==> images/floorplan.png <==
Pins as bars on the die edge.
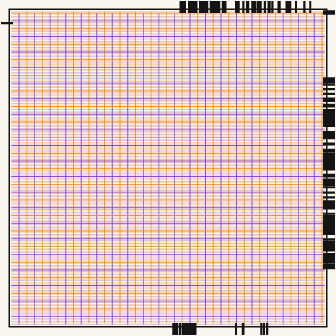
==> images/class_map.png <==
The bar under the picture is 200 um long.
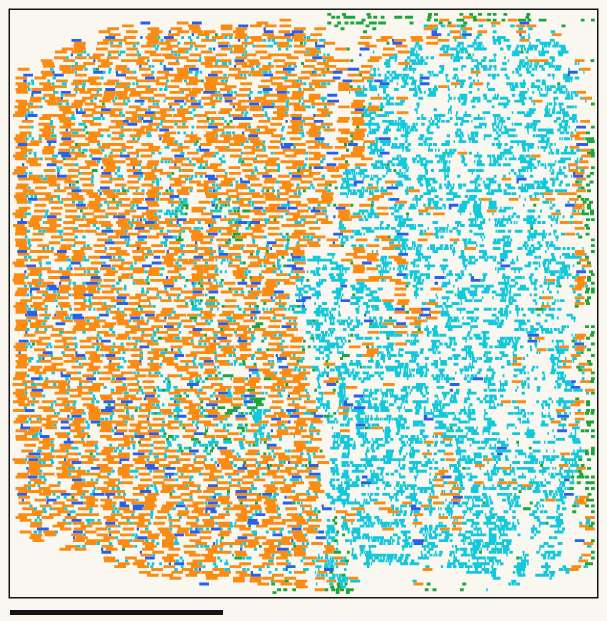
==> config.mk <==
export PLATFORM = sky130hd
export DESIGN_NAME = intra4x4_pred_engine
export DESIGN_NICKNAME = d
export VERILOG_FILES = /design/src/rtl/intra4x4_pred_engine.sv
export SDC_FILE = /design/constraint.sdc
export NUM_CORES = 2
export LEC_CHECK = 0
export CORE_MARGIN = 2
export CORE_UTILIZATION = 40
export CTS_CLUSTER_SIZE = 25
export DETAILED_ROUTE_END_ITERATION = 10
export PLACE_DENSITY_LB_ADDON = 0.12
export SYNTH_ARGS = -nofsm -noshare
export SYNTH_HDL_FRONTEND = slang
export SYNTH_SLANG_ARGS = --single-unit
==> constraint.sdc <==
create_clock -name clk -period 26 [get_ports clk]
set_input_delay 3.9 -clock clk [delete_from_list [all_inputs] [get_ports clk]]
set_output_delay 3.9 -clock clk [all_outputs]
set_load 0.05 [all_outputs]
==> impl_metrics.ini <==
; physical design summary
[status]
status = finished, final reports clean

[critical_path]
startpoint_type = flip-flop
path_depth = 72
path_common_cell = fa_1
critical_path_peak_fanout = 56
crit_type = reg -> reg
reg2reg_slack_ps = 3100
worstPathRequired_ps = 26730
critPathSlowestCell = nor4_1
cp-end-kind = flip-flop
cp.arrival_ps = 23640
crit_family = adder cells

[cells_and_area]
largest_reg_flops = 2048
most-common-layout-cells = 2208 x edfxtp_1, 730 x a22oi_1, 654 x inv_1
final-nonclk-buf-share = 0.0327
nFillCells = 26500
comb_cells = 5390
final-comb-area_mm2 = 0.0463
diodes = 42
lay_top_count = edfxtp_1
finalInstanceArea_mm2 = 0.138

[global_route]
busiest_layer = met2
grtUsageMet3 = 0.0537
grt_start_max_net_pins = 126
grt_pass1_vias = 79400
grt_pass1_wl_um = 708000

[cts]
clock_latency_ps = 930
cts_buffer_depth = 4
ctsResizeCount = 0
clkTransAtPathRegs_ps = 60

[route]
wl_met1_um = 209000
wl_per_cell_um = 39.5
highest_layer = met5
viasPerCell = 6.21
drt_iter0_drc = 11100

[synth]
async_reset_ff_frac = 0.0742
syn_inst = 8814
synth_area_leader_cell = edfxtp_1
edf_count = 2208
ys_cells = 8814
fp_nets = 9809
ys_sh_mux = 0.00685
yosys-stat-area_mm2 = 0.120
ys_warn_count = 0

[flow_run]
openroad.warnings = 53

[floorplanning]
dieArea_mm2 = 0.305
nWellTaps = 3958
fp_util = 0.401

[placement]
port_buffers = 216
post_dp_cell_area_mm2 = 0.129

[worst_hold_path]
hold_path.class = reg -> reg
hold_depth = 1

[timing]
worst_slack_ps = 3100
hold_viol = 0
slew-limit-headroom = 0.0422
holdWs_ps = 476
setup_viol = 0
period_minus_slack_ps = 22900
## Picture notes: floorplan.png
- VSS: purple
- VDD: orange
- signal pins: 218
- met5 straps: 40
- met1 rails: 202
- rows: 201
- met4 straps: 40
die height: 552 um
Core Area: 0.300 mm2

## Picture notes: class_map.png
- remaining logic cells: cyan (cells 6050; share of their area 37%)
- remaining buffers and delay cells: green (cells 485; share of their area 3.4%)
- clock drivers and dummy loads: blue (cells 487; share of their area 6.8%)
- registers: orange (cells 2385; share of their area 53%)
Cell Rows: 201
sequential share of cell area: 0.512

